--- src/rtl/timer_pkg.sv ---
// Shared widths and constants for the timestamp timer and its capture channels.
// Latency: n/a (declarations only).
// Backpressure: n/a.
package timer_pkg;

  // Default geometry of the timer block
  localparam int CNT_W_DEF  = 32;
  localparam int DIV_W_DEF  = 24;
  localparam int TICK_W_DEF = 16;
  localparam int NUM_CH_DEF = 4;

  // Widest counter supported; CAP_ALL_ONES is sliced down to CNT_W by users
  localparam int CAP_MAX_W = 64;
  localparam logic [CAP_MAX_W-1:0] CAP_ALL_ONES = '1;

endpackage

--- src/rtl/timer_cap_ch.sv ---
// One capture channel: rising-edge detect on trigger, latches count, holds until ack.
// Latency: data/valid/ovr update one cycle after the trigger edge or ack.
// Backpressure: none; an edge arriving while a value is unacknowledged sets sticky ovr.
module timer_cap_ch
  import timer_pkg::*;
#(
  parameter int CNT_W = CNT_W_DEF
) (
  input  logic             i_clk,
  input  logic             i_rst_n,
  input  logic             i_clr,
  input  logic             i_trig,
  input  logic             i_ack,
  input  logic [CNT_W-1:0] i_count,
  output logic             o_valid,
  output logic [CNT_W-1:0] o_data,
  output logic             o_ovr
);

  logic             r_trig_q;
  logic             r_valid;
  logic [CNT_W-1:0] r_data;
  logic             r_ovr;
  logic             w_edge;

  assign w_edge = i_trig & ~r_trig_q;

  // Trigger history keeps sampling through clr so a trigger held across clr
  // does not look like a fresh edge afterwards.
  always_ff @(posedge i_clk) begin
    if (!i_rst_n) begin
      r_trig_q <= 1'b0;
    end else begin
      r_trig_q <= i_trig;
    end
  end

  // Capture/ack/overflow state; an edge coinciding with clr is dropped.
  always_ff @(posedge i_clk) begin
    if (!i_rst_n) begin
      r_valid <= 1'b0;
      r_data  <= '0;
      r_ovr   <= 1'b0;
    end else if (i_clr) begin
      r_valid <= 1'b0;
      r_data  <= '0;
      r_ovr   <= 1'b0;
    end else if (w_edge) begin
      // An ack in the same cycle frees the slot for the new timestamp
      if (!r_valid || i_ack) begin
        r_data  <= i_count;
        r_valid <= 1'b1;
      end else begin
        r_ovr   <= 1'b1;
      end
    end else if (i_ack) begin
      // Ack on an empty channel is harmless: valid is already low
      r_valid <= 1'b0;
    end
  end

  assign o_valid = r_valid;
  assign o_data  = r_data;
  assign o_ovr   = r_ovr;

endmodule

--- src/rtl/timer_tick_capture.sv ---
// Free-running timestamp counter, programmable tick prescaler, tick counter and NUM_CH capture channels.
// Latency: all outputs registered; pulses and captures appear one cycle after the causing edge.
// Backpressure: none; counters free-run on ena, lost captures are flagged per channel in cap_ovr.
module timer_tick_capture
  import timer_pkg::*;
#(
  parameter int CNT_W  = CNT_W_DEF,
  parameter int DIV_W  = DIV_W_DEF,
  parameter int TICK_W = TICK_W_DEF,
  parameter int NUM_CH = NUM_CH_DEF
) (
  input  logic                    clk,
  input  logic                    rst,
  input  logic                    clr,
  input  logic                    ena,
  input  logic [DIV_W-1:0]        tick_div,
  input  logic [NUM_CH-1:0]       cap_trig,
  input  logic [NUM_CH-1:0]       cap_ack,
  output logic [CNT_W-1:0]        count,
  output logic                    pulse_full,
  output logic                    pulse_tick,
  output logic [TICK_W-1:0]       cnt_tick,
  output logic [NUM_CH-1:0]       cap_valid,
  output logic [NUM_CH*CNT_W-1:0] cap_data,
  output logic [NUM_CH-1:0]       cap_ovr
);

  localparam logic [CNT_W-1:0]  CNT_ONE  = CNT_W'(1);
  localparam logic [DIV_W-1:0]  DIV_ONE  = DIV_W'(1);
  localparam logic [TICK_W-1:0] TICK_ONE = TICK_W'(1);
  // CNT_W must not exceed CAP_MAX_W for this slice to be meaningful
  localparam logic [CNT_W-1:0]  CNT_MAX  = CAP_ALL_ONES[CNT_W-1:0];

  logic [CNT_W-1:0]  r_count;
  logic              r_pulse_full;
  logic [DIV_W-1:0]  r_div_cnt;
  logic              r_pulse_tick;
  logic [TICK_W-1:0] r_cnt_tick;
  logic              w_at_max;
  logic              w_div_hit;

  assign w_at_max  = (r_count == CNT_MAX);
  // '>=' lets a lowered tick_div take effect without waiting for a full wrap
  assign w_div_hit = (r_div_cnt >= tick_div);

  // Main timestamp counter; natural binary wrap from all-ones to zero.
  always_ff @(posedge clk) begin
    if (!rst) begin
      r_count <= '0;
    end else if (clr) begin
      r_count <= '0;
    end else if (ena) begin
      r_count <= r_count + CNT_ONE;
    end
  end

  // Wrap pulse, gated by ena so a held all-ones count pulses only once.
  always_ff @(posedge clk) begin
    if (!rst) begin
      r_pulse_full <= 1'b0;
    end else if (clr) begin
      r_pulse_full <= 1'b0;
    end else begin
      r_pulse_full <= ena & w_at_max;
    end
  end

  // Prescaler: tick every tick_div+1 enabled cycles.
  always_ff @(posedge clk) begin
    if (!rst) begin
      r_div_cnt    <= '0;
      r_pulse_tick <= 1'b0;
    end else if (clr) begin
      r_div_cnt    <= '0;
      r_pulse_tick <= 1'b0;
    end else if (ena && w_div_hit) begin
      r_div_cnt    <= '0;
      r_pulse_tick <= 1'b1;
    end else begin
      if (ena) begin
        r_div_cnt <= r_div_cnt + DIV_ONE;
      end
      r_pulse_tick <= 1'b0;
    end
  end

  // Tick counter follows the registered tick pulse, independent of ena.
  always_ff @(posedge clk) begin
    if (!rst) begin
      r_cnt_tick <= '0;
    end else if (clr) begin
      r_cnt_tick <= '0;
    end else if (r_pulse_tick) begin
      r_cnt_tick <= r_cnt_tick + TICK_ONE;
    end
  end

  assign count      = r_count;
  assign pulse_full = r_pulse_full;
  assign pulse_tick = r_pulse_tick;
  assign cnt_tick   = r_cnt_tick;

  // Channels see the pre-increment count of the edge cycle
  for (genvar g = 0; g < NUM_CH; g++) begin : g_ch
    timer_cap_ch #(
      .CNT_W (CNT_W)
    ) u_ch (
      .i_clk   (clk),
      .i_rst_n (rst),
      .i_clr   (clr),
      .i_trig  (cap_trig[g]),
      .i_ack   (cap_ack[g]),
      .i_count (r_count),
      .o_valid (cap_valid[g]),
      .o_data  (cap_data[g*CNT_W +: CNT_W]),
      .o_ovr   (cap_ovr[g])
    );
  end

endmodule

--- config.mk ---
export PLATFORM = sky130hd
export DESIGN_NAME = timer_tick_capture
export DESIGN_NICKNAME = d
export VERILOG_FILES = /design/src/rtl/timer_pkg.sv /design/src/rtl/timer_cap_ch.sv /design/src/rtl/timer_tick_capture.sv
export SDC_FILE = /design/constraint.sdc
export NUM_CORES = 1
export LEC_CHECK = 0
export CAP_MARGIN = 20
export CORE_MARGIN = 4
export CORE_UTILIZATION = 49
export DETAILED_ROUTE_END_ITERATION = 7
export GPL_ROUTABILITY_DRIVEN = 0
export PLACE_DENSITY_LB_ADDON = 0.05
export SLEW_MARGIN = 25
export SYNTH_ARGS = -nofsm -noshare
export SYNTH_HDL_FRONTEND = slang
export SYNTH_SLANG_ARGS = --single-unit
--- constraint.sdc ---
create_clock -name clk -period 2.7 [get_ports clk]
set_clock_uncertainty 0.1 [all_clocks]
set_input_delay 0.54 -clock clk [delete_from_list [all_inputs] [get_ports clk]]
set_output_delay 0.54 -clock clk [all_outputs]
set_load 0.05 [all_outputs]
Fig. 1: power grid
Pins as bars on the die edge. Tap cells in grey.
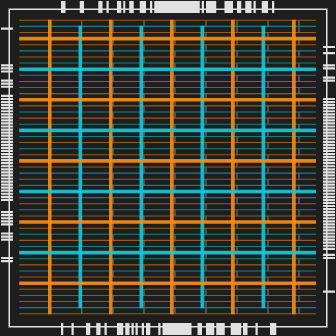
[VSS] orange
[VDD] cyan
signal pins: 222
rows: 48

==> CHANGELOG.md <==
### Changed

- Unrepaired setup endpoints after global routing: no
- Reg2Reg Depth: 9
- Combinational share of cell area: 33.2%
- Sw frac: 22.1%
- Relative slew slack: 59.4%
- Rows: 48
- Crit path from: count[17]
- Grt met2 use: 38.9%
- H-tree depth: 1
- CTS tree: done
- Vias in the first global route: 7353
- Area taken by multi-input logic gates: 3990 sq um
- Area Overhead vs Synth: 39.6%
- DRT antenna net count: 0
- Yosys stat area: 8610 sq um
- Util after Layout: 69.8%
- Comb. pwr: 345 uW
- Internal: 5170 uW
- Flops: 214
- CP Launch Type: register
- Clk pwr share: 47.0%
- Ports: 222
- Final nets: 1354
- Fin cells: 1531
- Most frequent logic cell in the layout: nand2_1
- Iter 0 DRT Violations: 413
- Post-Synth Adder-Cell Area: 3.92%
- Initial antenna violation count: 0
- Max incr delay on CP: 890 ps
- Sw Pwr: 1470 uW
- Critical Path AT: 1950 ps
- Core box area: 17200 sq um
- Post-Synth AOI/OAI Area: 9.97%
- Biggest area cells: dfxtp_1 (50%), nand2_1 (13%), a21oi_1 (8.7%)
- And+or+nand+nor area frac: 25.0%
- Tightest Pin Transition: 607 ps
- Top cells by count: nand2_1 (304), dfxtp_1 (214), a21oi_1 (149), nor2_1 (89), clkbuf_1 (49)
- Outcome: finished clean
- PwrDens: 553 nW/um^2
- Share of layout cells above drive strength 1: 7.89%
- Slew Limit Fails: 0
- Largest register FFs: 128
- Die X: 141 um
- Met3 routed wirelength: 1.58 mm
- Drt drc: 0
- FP Core Util: 50.0%
- Final Power: 6640 uW
- Placement Setup Slack: -449 ps
- CTS sink count: 214
- Fraction of area in registers: 35.6%
- Met1 Usage GRT: 30.8%
- DIE HEIGHT: 141 um
- Non-CTS buffers: 266
- Mux frac, synth: 0.232%
- Clkbuf count: 31
- Worst setup path endpoint: count[17]
Fig. 2: placement by cell class
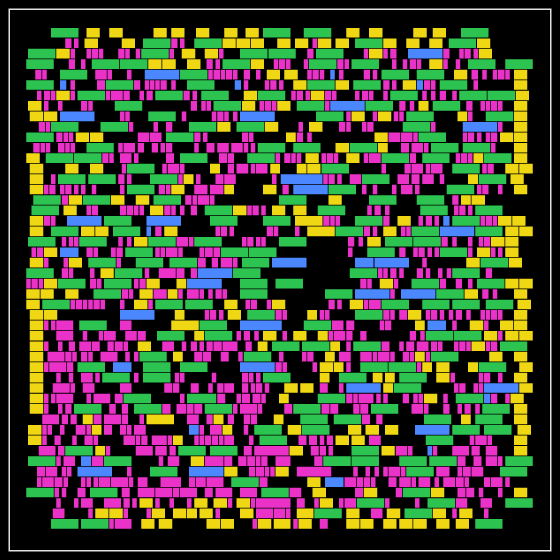
[clock drivers and dummy loads] blue | cells: 40
[remaining buffers and delay cells] yellow | cells: 266
[registers] green | cells: 214
[remaining logic cells] magenta | cells: 786

Power figures rest on the tool's default switching activity, not on a simulated workload.
